**Run 1: gate families picked out**

Bar = 10 µm.
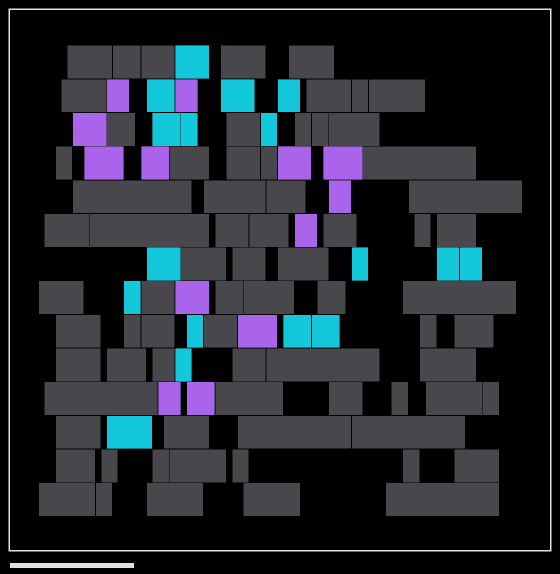
**Run 1: the clock network**

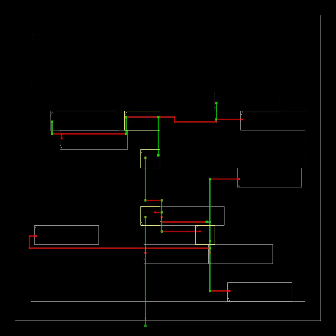
**Run 1: metal layers overlaid**

Only two layers are drawn.
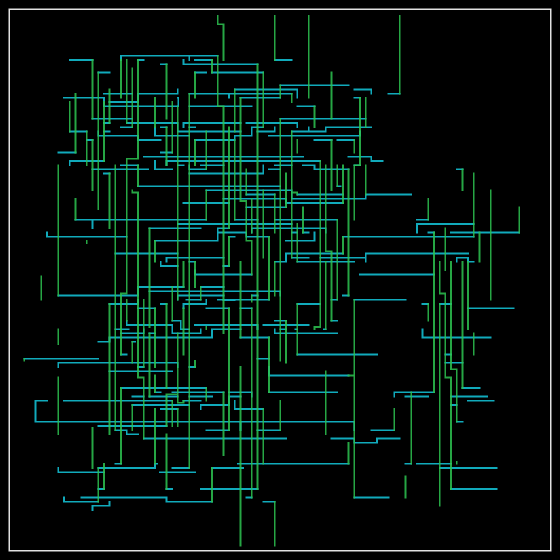
**Run 1: pin placement**

Pins as bars across the die edge, other pins in grey.
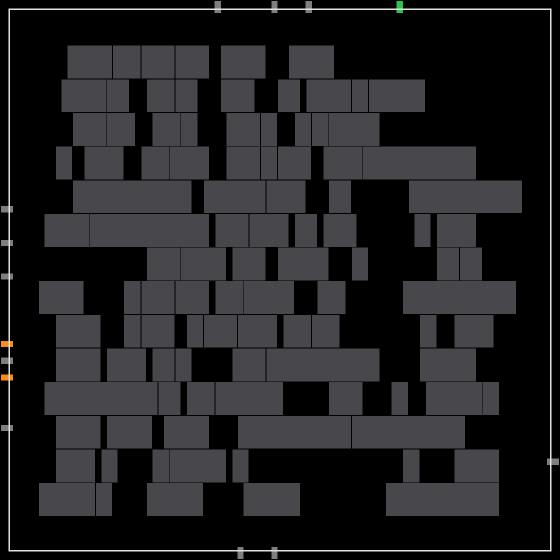
$ cat config.mk
export PLATFORM = sky130hd
export DESIGN_NAME = change_dispenser_flat
export DESIGN_NICKNAME = d
export VERILOG_FILES = /design/src/rtl/change_dispenser_if.sv /design/src/rtl/change_dispenser.sv /design/src/flat_wrapper.sv
export SDC_FILE = /design/constraint.sdc
export NUM_CORES = 1
export LEC_CHECK = 0
export ABC_CLOCK_PERIOD_IN_PS = 2500
export CORE_MARGIN = 2
export CORE_UTILIZATION = 46
export CTS_CLUSTER_DIAMETER = 100
export DETAILED_ROUTE_END_ITERATION = 7
export PLACE_DENSITY_LB_ADDON = 0.15
export REMOVE_ABC_BUFFERS = 1
export SETUP_SLACK_MARGIN = 0.2
export SLEW_MARGIN = 40
export SYNTH_ARGS = -nofsm -noshare
export SYNTH_HDL_FRONTEND = slang
export SYNTH_SLANG_ARGS = --single-unit
$ cat constraint.sdc
create_clock -name clk -period 2.5 [get_ports clk]
set_clock_uncertainty 0.1 [all_clocks]
set_input_delay 0.5 -clock clk [delete_from_list [all_inputs] [get_ports clk]]
set_output_delay 0.5 -clock clk [all_outputs]
set_load 0.005 [all_outputs]
$ cat src/rtl/change_dispenser_if.sv
`default_nettype none
// ============================================================================
// Module      : change_dispenser_if
// Description : Handshake bundle between the vending FSM / hoppers and the
//               change dispenser. The master side is the environment that
//               issues vend strobes and acknowledges hopper requests. The
//               slave side is the dispenser.
// Revision    : 1.0 - initial release
// ============================================================================
interface change_dispenser_if #(
  parameter int CHARGE_WIDTH = 2
);
  // Sale strobe and change code from the vending FSM
  logic                    vend;
  logic [CHARGE_WIDTH-1:0] charge;
  // Hopper acknowledges and error clear
  logic                    item_ack;
  logic                    coin_ack;
  logic                    err_clr;
  // Requests and status from the dispenser
  logic                    item_req;
  logic                    coin_req;
  logic                    coin_sel;
  logic                    busy;
  logic                    done;
  logic                    err;

  modport master (
    output vend, charge, item_ack, coin_ack, err_clr,
    input  item_req, coin_req, coin_sel, busy, done, err
  );

  modport slave (
    input  vend, charge, item_ack, coin_ack, err_clr,
    output item_req, coin_req, coin_sel, busy, done, err
  );
endinterface
`default_nettype wire

$ cat src/rtl/change_dispenser.sv
`default_nettype none
// ============================================================================
// Module      : change_dispenser
// Description : Payout stage after the vending FSM. On a vend strobe it
//               requests one item, then pays the change as 10/20-unit coins
//               over req/ack handshakes. Each handshake has a timeout that
//               drops into a sticky error state. done pulses once per sale
//               that is paid out normally.
// Revision    : 1.0 - initial release
// ============================================================================
module change_dispenser #(
  parameter int CHARGE_WIDTH = 2,
  parameter int TIMEOUT      = 16,
  parameter bit USE_TWENTY   = 1'b1
) (
  input wire                 clk,
  input wire                 rst_n,
  change_dispenser_if.slave  bus
);

  // Wait counter only ever holds 0..TIMEOUT-2 before the timeout fires.
  localparam int                WAIT_W    = (TIMEOUT > 2) ? $clog2(TIMEOUT) : 1;
  localparam logic [WAIT_W-1:0] WAIT_LAST = WAIT_W'(TIMEOUT - 2);

  typedef enum logic [2:0] {
    S_IDLE = 3'd0,
    S_ITEM = 3'd1,
    S_COIN = 3'd2,
    S_GAP  = 3'd3,
    S_DONE = 3'd4,
    S_ERR  = 3'd5
  } state_t;

  state_t            state_q, state_d;
  logic [1:0]        rem_q, rem_d;         // outstanding change in 10-unit steps
  logic [WAIT_W-1:0] wait_q, wait_d;       // cycles spent waiting for an ack
  logic              err_flag_q, err_flag_d;

  logic              sel_twenty;           // coin type for the current rem
  logic [1:0]        rem_after_coin;       // rem once the current coin is paid

  // Coin choice depends only on what is still owed.
  always_comb begin
    sel_twenty     = USE_TWENTY && (rem_q >= 2'd2);
    rem_after_coin = rem_q - (sel_twenty ? 2'd2 : 2'd1);
  end

  // Moore output decode from the registered state.
  always_comb begin
    bus.item_req = (state_q == S_ITEM);
    bus.coin_req = (state_q == S_COIN);
    bus.coin_sel = (state_q == S_COIN) && sel_twenty;
    bus.busy     = (state_q != S_IDLE);
    bus.done     = (state_q == S_DONE);
    bus.err      = (state_q == S_ERR);
  end

  // Next-state, change bookkeeping and handshake timeout.
  always_comb begin
    state_d    = state_q;
    rem_d      = rem_q;
    wait_d     = '0;                       // cleared on any entry to ITEM/COIN
    err_flag_d = err_flag_q;

    // err_clr always clears the flag. A reserved code or a timeout seen in
    // the same cycle sets it again below.
    if (bus.err_clr) begin
      err_flag_d = 1'b0;
    end

    unique case (state_q)
      S_IDLE: begin
        if (bus.vend) begin
          state_d = S_ITEM;
          unique case (bus.charge)
            2'b01:   rem_d = 2'd1;
            2'b11:   rem_d = 2'd2;
            2'b10: begin
              rem_d      = 2'd0;
              err_flag_d = 1'b1;           // reserved code: sell, then error
            end
            default: rem_d = 2'd0;
          endcase
        end
      end

      S_ITEM: begin
        if (bus.item_ack) begin
          state_d = (rem_q == 2'd0) ? S_DONE : S_COIN;
        end else if (wait_q == WAIT_LAST) begin
          state_d    = S_ERR;
          err_flag_d = 1'b1;
        end else begin
          wait_d = wait_q + 1'b1;
        end
      end

      S_COIN: begin
        if (bus.coin_ack) begin
          rem_d   = rem_after_coin;
          state_d = (rem_after_coin == 2'd0) ? S_DONE : S_GAP;
        end else if (wait_q == WAIT_LAST) begin
          state_d    = S_ERR;
          err_flag_d = 1'b1;
        end else begin
          wait_d = wait_q + 1'b1;
        end
      end

      // One idle cycle so coin_req visibly drops between coins.
      S_GAP: begin
        state_d = S_COIN;
      end

      S_DONE: begin
        state_d = err_flag_q ? S_ERR : S_IDLE;
      end

      S_ERR: begin
        if (bus.err_clr) begin
          state_d    = S_IDLE;
          err_flag_d = 1'b0;
          rem_d      = 2'd0;               // unpaid change is forfeited
        end
      end

      default: begin
        state_d = S_IDLE;
      end
    endcase
  end

  // State and datapath registers with asynchronous reset.
  always_ff @(posedge clk or negedge rst_n) begin
    if (!rst_n) begin
      state_q    <= S_IDLE;
      rem_q      <= 2'd0;
      wait_q     <= '0;
      err_flag_q <= 1'b0;
    end else begin
      state_q    <= state_d;
      rem_q      <= rem_d;
      wait_q     <= wait_d;
      err_flag_q <= err_flag_d;
    end
  end

endmodule
`default_nettype wire

$ cat src/flat_wrapper.sv
// flat-port wrapper written by rule: the top's interface ports become plain ports
module change_dispenser_flat 
#(
  parameter int CHARGE_WIDTH = 2,
  parameter int TIMEOUT      = 16,
  parameter bit USE_TWENTY   = 1'b1
)
  (clk, rst_n, bus_vend, bus_charge, bus_item_ack, bus_coin_ack, bus_err_clr, bus_item_req, bus_coin_req, bus_coin_sel, bus_busy, bus_done, bus_err);
  change_dispenser_if #(.CHARGE_WIDTH(CHARGE_WIDTH)) bus_i ();
  input wire clk;
  input wire rst_n;
  input wire logic [$bits(bus_i.vend)-1:0] bus_vend;
  input wire logic [$bits(bus_i.charge)-1:0] bus_charge;
  input wire logic [$bits(bus_i.item_ack)-1:0] bus_item_ack;
  input wire logic [$bits(bus_i.coin_ack)-1:0] bus_coin_ack;
  input wire logic [$bits(bus_i.err_clr)-1:0] bus_err_clr;
  output wire logic [$bits(bus_i.item_req)-1:0] bus_item_req;
  output wire logic [$bits(bus_i.coin_req)-1:0] bus_coin_req;
  output wire logic [$bits(bus_i.coin_sel)-1:0] bus_coin_sel;
  output wire logic [$bits(bus_i.busy)-1:0] bus_busy;
  output wire logic [$bits(bus_i.done)-1:0] bus_done;
  output wire logic [$bits(bus_i.err)-1:0] bus_err;
  assign bus_i.vend = bus_vend;
  assign bus_i.charge = bus_charge;
  assign bus_i.item_ack = bus_item_ack;
  assign bus_i.coin_ack = bus_coin_ack;
  assign bus_i.err_clr = bus_err_clr;
  assign bus_item_req = bus_i.item_req;
  assign bus_coin_req = bus_i.coin_req;
  assign bus_coin_sel = bus_i.coin_sel;
  assign bus_busy = bus_i.busy;
  assign bus_done = bus_i.done;
  assign bus_err = bus_i.err;
  change_dispenser #(.CHARGE_WIDTH(CHARGE_WIDTH), .TIMEOUT(TIMEOUT), .USE_TWENTY(USE_TWENTY)) u_core (.clk(clk), .rst_n(rst_n), .bus(bus_i));
endmodule
==> impl_metrics.json, run 1 <==
{
  "cp.required_ns": 1.90,
  "crit_path_max_fanout": 4,
  "edf_count": 0,
  "rows": 14,
  "final.setup.tns_ns": 0,
  "critical_path_class": "reg2out",
  "synthCells": 81,
  "core_um2": 1490,
  "numSynthFlops": 10,
  "outcome": "finished clean",
  "grt_max_degree": 16,
  "total_power_w": 0.00106,
  "syn2layout_area_growth_pct": 33.4,
  "design_area_um2": 965,
  "clock.fmax_mhz": 444,
  "cts_resized": 5,
  "worstSetupStartpointType": "flop",
  "antennaDiodeCount": 0,
  "layout-drive-gt1-share_pct": 20.4,
  "post-route-period-util_pct": 90.2,
  "vias": 655,
  "htreeDepth": 1,
  "gr-total-overflow": 0,
  "top_cells_by_count": "nor2_1 (12), dfrtp_1 (10), nand2_1 (6)",
  "cts_setup_buffers": 2,
  "rsz0062_at_grt": "yes",
  "min_path_type": "reg2reg",
  "ff_type": "dfrtp_1",
  "grt_pass1_vias": 606,
  "p_leak_nw": 0.451,
  "drtPass1Iterations": 4,
  "synth_top_cell_by_count": "nor2_1",
  "drtAntennaViolNets": 0,
  "slew_viol_final": 0,
  "finalHoldViolCount": 0,
  "grt_antenna_before_repair": 0,
  "power.density_nw_per_um2": 1100,
  "floorplan.die_area_um2": 1910,
  "grt_pass1_wl_um": 2540,
  "nNetsFinal": 117,
  "openroad.warnings": 29,
  "worstMarginPinSlew_ns": 0.459,
  "drc_errors": 0,
  "endpoint_kind": "primary output",
  "irDropWorstVdd_uv": 510,
  "postLayoutCoreUtil_pct": 64.8,
  "place_congestion": 0.804,
  "cts_tree": "built",
  "clk_transition_reported_paths_ns": 0.07,
  "avgSynthCellArea_um2": 8.93,
  "ys_seq_share_pct": 34.6,
  "vias_per_cell": 5.50,
  "ys_top_cells_by_area": "dfrtp_1 (35%), ha_1 (8.7%), nor2_1 (6.2%)",
  "root_buffer": "clkbuf_4",
  "maxSlewHeadroom_pct": 69.2,
  "dp_hpwl_um": 1140,
  "drt_iter0_markers": 10,
  "async_flop_share_pct": 100,
  "crit_arrival_ns": 1.65,
  "cts_made_buffers": 3,
  "yosysWarnings": 0,
  "top_cell_area_share_pct": 34.6,
  "fill_cells": 138,
  "place_area_um2": 867,
  "yosys-stat-area_um2": 723,
  "max-cap-violations": 0,
  "clock_path_buffers": 2,
  "yosysTopAreaCell": "dfrtp_1",
  "ys_cells": 81,
  "netlist_area_um2": 723,
  "setup_viol_count_final": 0,
  "io_pins": 14,
  "ctsHoldBuffers": 0,
  "fp_util_pct": 48.6,
  "fin_crit_ns": 2.25,
  "synth.distinct_cells": 35
}
## Picture notes: 'gate families picked out'
- purple: inverting AOI/OAI gates (cells 13; most used a21oi_1)
- cyan: NAND gates (cells 17; most used nand2_1)

## Picture notes: 'the clock network'
clk_lat worst skew: 0.26 ns
P_clk: 0.000148 W
clock sinks: 10

## Picture notes: 'metal layers overlaid'
- cyan: metal 1 (wire length 722 µm)
- green: metal 2 (wire length 788 µm)
total wire length: 1570 µm
drt wl/cell: 13.2 µm
GRT Overall Usage: 17.9%

## Picture notes: 'pin placement'
- orange: bus_charge (pins 2; direction input; edge left)
- green: bus_item_req (pins 1; direction output; edge top)
- all pins by edge: 7 left, 4 top, 2 bottom, 1 right
width of the die: 43.7 µm
Buffers on Ports: 13
Die Y: 43.7 µm

## run 1: through the flow
stage	hold WS, ns	setup slack [ns]	instances
6_report	0.402	0.246	119
5_1_grt	0.426	0.197	119
4_1_cts	0.408	0.212	115
3_5_place_dp	0.396	0.353	109
3_3_place_gp	0.381	0.379	109
2_1_floorplan	0.104	0.824	78
## run 1: worst max-delay path, stage by stage, from the launching register on
cell and delay [ns]:
dfrtp_1 0.40, or3b_4 0.43, clkinv_4 0.07, clkdlybuf4s50_1 0.49
## run 1: per-layer routing
| metal | wire length [µm] | GRT usage (%) | up-vias |
|---|---|---|---|
| met1 | 722 | 23.0 | 315 |
| li1 | - | - | 326 |
| met4 | 0 | 7.27 | 0 |
| met5 | 0 | 0 | - |
| met2 | 788 | 30.6 | 14 |
| met3 | 55 | 1.67 | 0 |
## run 1: cell usage in the layout (no fill, tap or decap), types with 2 or more instances in the layout
| cell | Yosys | routed |
|---|---|---|
| clkbuf_4 | 0 | 3 |
| nand3b_1 | 3 | 3 |
| or3b_1 | 2 | 2 |
| clkdlybuf4s50_1 | 0 | 10 |
| nor2_1 | 12 | 11 |
| inv_1 | 4 | 4 |
| ha_1 | 5 | 5 |
| dlymetal6s2s_1 | 0 | 2 |
| o22ai_1 | 2 | 2 |
| dfrtp_1 | 10 | 8 |
| a21oi_1 | 5 | 5 |
| buf_4 | 0 | 7 |
| nand2b_1 | 2 | 2 |
| nand3_1 | 3 | 3 |
| nand2_1 | 6 | 6 |
| mux2i_1 | 3 | 3 |
| dfrtp_2 | 0 | 2 |
## run 1: cell type report
type	instances	area, µm²	share of cell area, %
clock buffer	4	36.3	3.76
inverter	5	23.8	2.46
multi-input combinational	63	434	45.0
sequential	10	253	26.2
tap	16	20.0	2.08
timing repair buffer	21	198	20.5
## run 1: final timing paths
| check | startpoint | endpoint | slack, ns | cells after the start |
|---|---|---|---|---|
| max | u_core.state_q[2] | bus_coin_req | 0.25 | 3 |
| min | u_core.wait_q[0] | u_core.wait_q[0] | 0.40 | 1 |
| max reg2reg | u_core.state_q[1] | u_core.rem_q[0] | 0.87 | 4 |
| min reg2reg | u_core.wait_q[0] | u_core.wait_q[0] | 0.40 | 1 |
| max in group asynchronous | rst_n | u_core.state_q[0] | 1.52 | 1 |
| min in group asynchronous | rst_n | u_core.wait_q[0] | 0.45 | 1 |
## run 1: power by group
group / total, W / leakage (nW) / internal (W) / switching [W]
clock network: 0.000148 / 0.0210 / 0.0000883 / 0.0000599
registers: 0.000263 / 0.131 / 0.000218 / 0.0000452
logic: 0.000649 / 0.300 / 0.000347 / 0.000302
## run 1: cells by family (layout without fill, tap and decap cells)
family,Yosys count,in the layout,synth area share (%)
AND-OR/OR-AND,14,14,13.2
XOR/XNOR,2,2,2.42
adder cells (fa/ha/maj),5,5,8.65
buffers and inverters,8,30,5.71
flip-flops,10,10,34.6
multiplexers,5,5,7.78
AND/OR/NAND/NOR,37,37,27.7
## run 1: registers in the layout (all words and copies together) (netlist names)
register           cells
u_core.wait_q          4
u_core.err_flag_q      1
u_core.state_q         3
u_core.rem_q           2
==> run 2, diff against run 1 <==
--- a/config.mk
+++ b/config.mk
@@ -6,8 +6,11 @@
 export NUM_CORES = 1
 export LEC_CHECK = 0
 export ABC_CLOCK_PERIOD_IN_PS = 2500
+export CELL_PAD_IN_SITES_DETAIL_PLACEMENT = 2
+export CELL_PAD_IN_SITES_GLOBAL_PLACEMENT = 2
+export CORE_ASPECT_RATIO = 0.8
 export CORE_MARGIN = 2
-export CORE_UTILIZATION = 46
+export CORE_UTILIZATION = 32
 export CTS_CLUSTER_DIAMETER = 100
 export DETAILED_ROUTE_END_ITERATION = 7
 export PLACE_DENSITY_LB_ADDON = 0.15
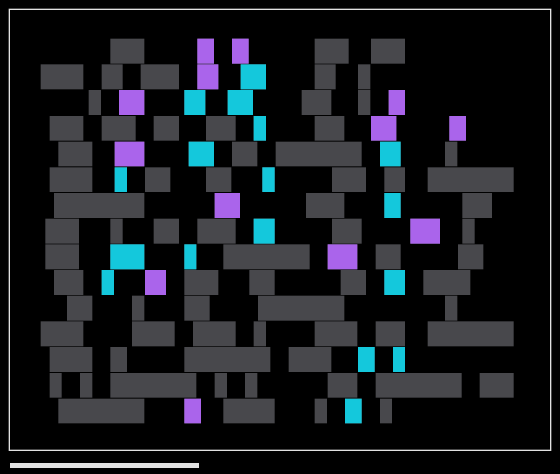
**Above:** run 2 (gate families picked out).
Bar = 20 µm.
- cyan: NAND gates (cells 17; most used nand2_1)
- purple: inverting AOI/OAI gates (cells 13; most used a21oi_1)

==> run 2 against run 1 <==
Non-clock buffer count is 1 lower. Global-route usage is 1.8 points higher. Cell count is 6.7% higher. Clock power is 3% higher. Fmax is 2.9% higher. Utilization is 19 points lower. Wire length is 45% higher. Worst hold slack better by 0.0020 ns. Flip-flop count stayed put. Register-to-register slack worse by 0.14 ns. Sequential power is 2% lower. Critical path type unchanged.
==> impl_metrics.json, run 2 <==
{
  "nNetsFinal": 116,
  "ys_seq_share_pct": 34.6,
  "crit_arrival_ns": 1.59,
  "root_buffer": "clkbuf_4",
  "top_cells_by_count": "nor2_1 (12), dfrtp_1 (10), nand2_1 (6)",
  "grt_pass1_vias": 758,
  "worstSetupStartpointType": "flop",
  "floorplan.die_area_um2": 2660,
  "outcome": "finished clean",
  "grt_antenna_before_repair": 0,
  "cts_made_buffers": 3,
  "dp_slack_ns": 0.242,
  "crit_end": "bus_done",
  "final.setup.tns_ns": 0,
  "cts.sinks": 10,
  "synthCells": 81,
  "ys_cells": 81,
  "startpoint": "u_core.state_q[0]",
  "vias": 686,
  "synth_top_cell_by_count": "nor2_1",
  "setup_viol_count_final": 0,
  "drc_errors": 0,
  "drt_wl_total_um": 2260,
  "top_register": "u_core.wait_q",
  "cts_tree": "built",
  "rows": 15,
  "fin_crit_ns": 2.19,
  "drt_iter0_markers": 4,
  "numSynthFlops": 10,
  "reg_top3": "u_core.wait_q (4), u_core.state_q (3), u_core.rem_q (2)",
  "insertion_delay_ns": 0.27,
  "worst_slack_ns": 0.310,
  "die_h_um": 46.5,
  "irDropWorstVdd_uv": 474,
  "reg2reg_depth": 6,
  "p_leak_nw": 0.476,
  "core_um2": 2140,
  "clk_transition_reported_paths_ns": 0.08,
  "min_path_type": "reg2reg",
  "crit_path_max_fanout": 11,
  "htreeDepth": 1,
  "reg2reg_to": "u_core.state_q[0]",
  "ff_type": "dfrtp_1",
  "place_area_um2": 886,
  "power.density_nw_per_um2": 1130,
  "io_buffers": 13,
  "async_flop_share_pct": 100,
  "clock_path_buffers": 2,
  "synth.distinct_cells": 35,
  "slew_viol_final": 0,
  "io_pins": 14,
  "grt_pass1_wl_um": 3860,
  "yosys-stat-area_um2": 723,
  "hold_depth": 1,
  "openroad.warnings": 29,
  "fp_util_pct": 33.8,
  "critical_path_class": "reg2out",
  "design_area_um2": 970,
  "edf_count": 0,
  "antennaDiodeCount": 0,
  "postLayoutCoreUtil_pct": 45.3,
  "finalHoldViolCount": 0,
  "place_congestion": 0.752,
  "grt_max_degree": 16,
  "worstMarginPinSlew_ns": 0.500,
  "hold_ws_ns": 0.404,
  "cp.required_ns": 1.90,
  "drtPass1Iterations": 2,
  "netlist_area_um2": 723,
  "top_cell_area_share_pct": 34.6,
  "yosysWarnings": 0,
  "ys_top_cells_by_area": "dfrtp_1 (35%), ha_1 (8.7%), nor2_1 (6.2%)",
  "r2r_start": "u_core.rem_q[1]",
  "clock.fmax_mhz": 457,
  "lay_top_cells": "nor2_1 (11), dfrtp_1 (9), clkdlybuf4s50_1 (8)",
  "rsz0062_at_grt": "no",
  "maxSlewHeadroom_pct": 66.4,
  "layout_top_cell": "nor2_1",
  "yosysTopAreaCell": "dfrtp_1",
  "reg2reg_slack_ns": 0.73,
  "largest_reg_flops": 4,
  "post-route-period-util_pct": 87.6,
  "vias_per_cell": 5.40,
  "endpoint_kind": "primary output",
  "grt_usage_pct": 19.7
}
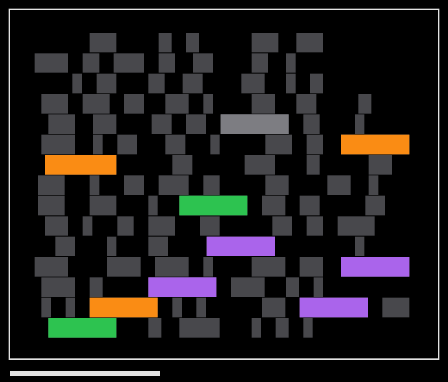
**Above:** run 2 (sequential cells grouped by signal name).
Bar = 20 µm.
- orange: u_core.state_q (flops 3)
- green: u_core.rem_q (flops 2)
- purple: u_core.wait_q (flops 4)

[run 2: cell counts after synthesis]
Identical to the previous run, type by type.
[run 2: worst min-delay path by stage]
stage / startpoint / to / slack, ns
4_1_cts: u_core.wait_q[0] / u_core.wait_q[0] / 0.41
5_1_grt: u_core.wait_q[0] / u_core.wait_q[0] / 0.45
2_1_floorplan: rst_n / u_core.err_flag_q / 0.10
3_3_place_gp: u_core.wait_q[0] / u_core.wait_q[0] / 0.38
3_5_place_dp: u_core.wait_q[0] / u_core.wait_q[0] / 0.40
6_report: u_core.wait_q[0] / u_core.wait_q[0] / 0.40
[run 2: final cells by class]
| class | instances | area (µm²) |
|---|---|---|
| Tap cell | 25 | 31.3 |
| Fill cell | 245 | 1170 |
| Multi-Input combinational cell | 63 | 439 |
| Timing Repair Buffer | 20 | 188 |
| Inverter | 5 | 23.8 |
| Clock buffer | 4 | 36.3 |
| Sequential cell | 10 | 251 |
[run 2: what timing repair did]
item | in CTS | in global routing
pin swaps | 1 | 1
buffers inserted | 4 | 0
endpoints found under the setup margin | 5 | 4
hold buffers | 0 | 0
gates resized | 5 | 5
[run 2: logic make-up after synthesis]
| kind of cell | Yosys count | share of synthesized area (%) |
|---|---|---|
| and+or+nand+nor | 37 | 27.7 |
| AOI/OAI and AO/OA | 14 | 13.2 |
| DFF | 10 | 34.6 |
| buffers and inverters | 8 | 5.71 |
| muxes | 5 | 7.78 |
| adders and majority gates | 5 | 8.65 |
| xor gates and xnor gates | 2 | 2.42 |
[run 2: power breakdown]
part	leakage (nW)	switching (W)	internal, W
Sequential	0.132	0.0000407	0.000216
Clock	0.0210	0.0000649	0.0000885
Combinational	0.324	0.000360	0.000326
Total	0.476	0.000466	0.000631
[run 2: per-layer routing]
layer  up-vias  part of all wire (%)  track usage (%)  wire (µm)
li1        328                     -                -          -
met1       341                    48             25.2       1090
met2        15                    48             35.6       1080
met3         2                   3.7             4.21         84
met4         0                  0.53             2.79         12
met5         -                     0                0          0
[run 2: per-stage QoR]
step	total power (W)	cells
after CTS	0.00109	127
after global placement	0.000878	119
after detailed placement	0.000909	119
after floorplan	0.000634	78
after global routing	0.00120	127
final	0.00110	127
[run 2: critical path, cell delays in order (launching register included)]
cell	delay, ns
dfrtp_1	0.40
buf_4	0.18
nor2_4	0.12
and2_1	0.12
clkdlybuf4s50_1	0.50
==> run 3, diff against run 2 <==
--- a/config.mk
+++ b/config.mk
@@ -16,6 +16,7 @@
 export PLACE_DENSITY_LB_ADDON = 0.15
 export REMOVE_ABC_BUFFERS = 1
 export SETUP_SLACK_MARGIN = 0.2
+export SKIP_CTS_REPAIR_TIMING = 1
 export SLEW_MARGIN = 40
 export SYNTH_ARGS = -nofsm -noshare
 export SYNTH_HDL_FRONTEND = slang
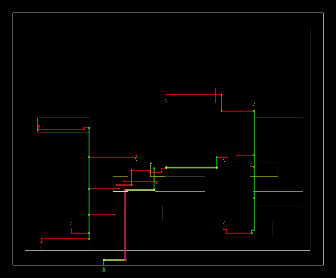
**Above:** run 3 (the clock network).
clk_lat worst skew: 0.27 ns
P_clk: 0.000153 W

==> run 3 against run 2 <==
Combinational power up 3.6%. Power grew 2.6%. Synthesized area is the same. Die size is the same. Synthesized cell count unchanged. First-iteration DRC count rose by 100%. Final area up 1.9%. Fmax shrank 4.7%. Sequential power about the same. Count of clock-buffer cells in the layout unchanged. Critical path type unchanged. Critical endpoint is now bus_err.
==> impl_metrics.json, run 3 <==
{
  "outcome": "finished clean",
  "cts_tree": "built",
  "grt_pass1_wl_um": 3690,
  "io_pins": 14,
  "gr-total-overflow": 0,
  "lay_top_cells": "nor2_1 (12), clkdlybuf4s50_1 (9), dfrtp_1 (9)",
  "endpoint_kind": "primary output",
  "worst_slack_ns": 0.203,
  "ys_sh_mux_pct": 7.79,
  "simple_gate_area_share_pct": 27.7,
  "layout-drive-gt1-share_pct": 21.2,
  "hold_ws_ns": 0.405,
  "top_register": "u_core.wait_q",
  "wl_met3_um": 76,
  "async_flop_share_pct": 100,
  "clock.fmax_mhz": 435,
  "maxUsedRoutingLayer": "met4",
  "p_int_w": 0.000665,
  "reg_top3": "u_core.wait_q (4), u_core.state_q (3), u_core.rem_q (2)",
  "cp.required_ns": 1.90,
  "top_cells_by_count": "nor2_1 (12), dfrtp_1 (10), nand2_1 (6)",
  "antennaDiodeCount": 0,
  "grt_usage_pct": 18.9,
  "net-switching-power_w": 0.000460,
  "adder_share_pct": 8.65,
  "yosysTopAreaCell": "dfrtp_1",
  "logic_family": "simple AND/OR/NAND/NOR gates",
  "drtAntennaViolNets": 0,
  "place_congestion": 0.752,
  "netlist_area_um2": 723,
  "vias": 687,
  "p_clk_share_pct": 13.6,
  "htreeDepth": 1,
  "wl_per_cell_um": 17.4,
  "worstMarginPinSlew_ns": 0.499,
  "synth.distinct_cells": 35,
  "yosys.area_share.xor_xnor_pct": 2.42,
  "fp.dieW_um": 57.2,
  "layout_top_cell": "nor2_1",
  "slew_viol_final": 0,
  "maxSlewHeadroom_pct": 66.5,
  "worstSetupStartpointType": "flop",
  "ys_cells": 81,
  "post-route-period-util_pct": 91.9,
  "crit_arrival_ns": 1.70,
  "synth_top_cell_by_count": "nor2_1",
  "fp_util_pct": 33.8,
  "rows": 15,
  "clk_transition_reported_paths_ns": 0.08,
  "openroad.warnings": 29,
  "combPwrFrac_pct": 63.2,
  "avgSynthCellArea_um2": 8.93,
  "synthCells": 81,
  "numSynthFlops": 10,
  "top_cell_area_share_pct": 34.6,
  "drtPass1Iterations": 4,
  "ff_type": "dfrtp_1",
  "ys_seq_share_pct": 34.6,
  "nNetsFinal": 118,
  "io_buffers": 13,
  "rsz0062_at_grt": "yes",
  "grt_pass1_vias": 728,
  "finalHoldViolCount": 0,
  "power_frac_seq_pct": 23.1,
  "yosys-stat-area_um2": 723,
  "syn2layout_area_growth_pct": 36.7,
  "largest_reg_flops": 4,
  "cts_made_buffers": 3,
  "min_path_type": "reg2reg",
  "ys_top_cells_by_area": "dfrtp_1 (35%), ha_1 (8.7%), nor2_1 (6.2%)"
}
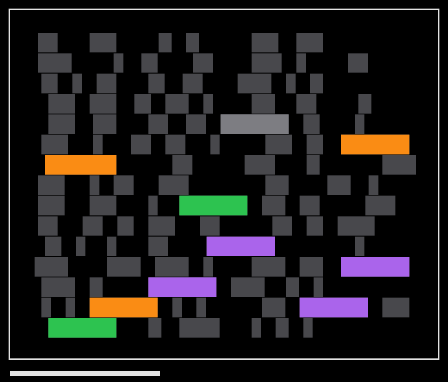
**Above:** run 3 (sequential cells grouped by signal name).
Bar = 20 µm.
- orange: u_core.state_q (flops 3)
- green: u_core.rem_q (flops 2)
- purple: u_core.wait_q (flops 4)

## run 3: cell counts after synthesis
Identical to the previous run, type by type.
## run 3: path summary, 6_finish.rpt
check,cells past startpoint,slack [ns],from,endpoint
hold / removal,1,0.40,u_core.wait_q[0],u_core.wait_q[0]
setup reg to reg,6,0.74,u_core.rem_q[1],u_core.state_q[0]
setup / recovery,4,0.20,u_core.state_q[1],bus_err
max in group asynchronous,1,1.48,rst_n,u_core.state_q[1]
hold reg to reg,1,0.40,u_core.wait_q[0],u_core.wait_q[0]
min in group asynchronous,1,0.46,rst_n,u_core.rem_q[0]
## run 3: power groups by stage
| stage | clock (W) | combinational, W | sequential (W) |
|---|---|---|---|
| after CTS | 0.000156 | 0.000652 | 0.000266 |
| final | 0.000153 | 0.000711 | 0.000260 |
| after floorplan | 0 | 0.000341 | 0.000293 |
| after global placement | 0 | 0.000616 | 0.000262 |
| after global routing | 0.000165 | 0.000790 | 0.000271 |
| after detailed placement | 0 | 0.000640 | 0.000270 |
## run 3: cell type report
cell class	count	area (µm²)	area share (%)
flip-flops and latches	10	251	25.4
well taps	25	31.3	3.16
inverters	5	21.3	2.15
multi-input cells	63	437	44.2
clock buffers	4	36.3	3.67
repair buffers	22	211	21.4
## run 3: metal layers
metal | GRT usage, % | up-vias
li1 | - | 331
met1 | 24.4 | 340
met2 | 33.8 | 14
met3 | 4.21 | 2
met4 | 2.79 | 0
met5 | 0 | -
## run 3: cell families after synthesis
family          count (synthesis)
compound gates                 14
xor+xnor                        2
fa+ha+maj                       5
buf+inv                         8
flops                          10
mux                             5
simple gates                   37
## run 3: critical path: stages, from the launching register on
cell and delay [ns]:
dfrtp_2 0.43, buf_4 0.17, nand3b_1 0.22, inv_2 0.10
clkdlybuf4s50_1 0.50
## run 3: metrics by stage
stage | util, % | total power [W] | instances | cell area (µm²)
final | 46.2 | 0.00112 | 129 | 988
after global routing | 46.2 | 0.00123 | 129 | 988
after CTS | 43.1 | 0.00107 | 123 | 922
after detailed placement | 41.4 | 0.000909 | 119 | 886
after global placement | 41.4 | 0.000878 | 119 | 886
after floorplan | - | 0.000634 | 78 | 702
Power is estimated from default activity; no workload was simulated.
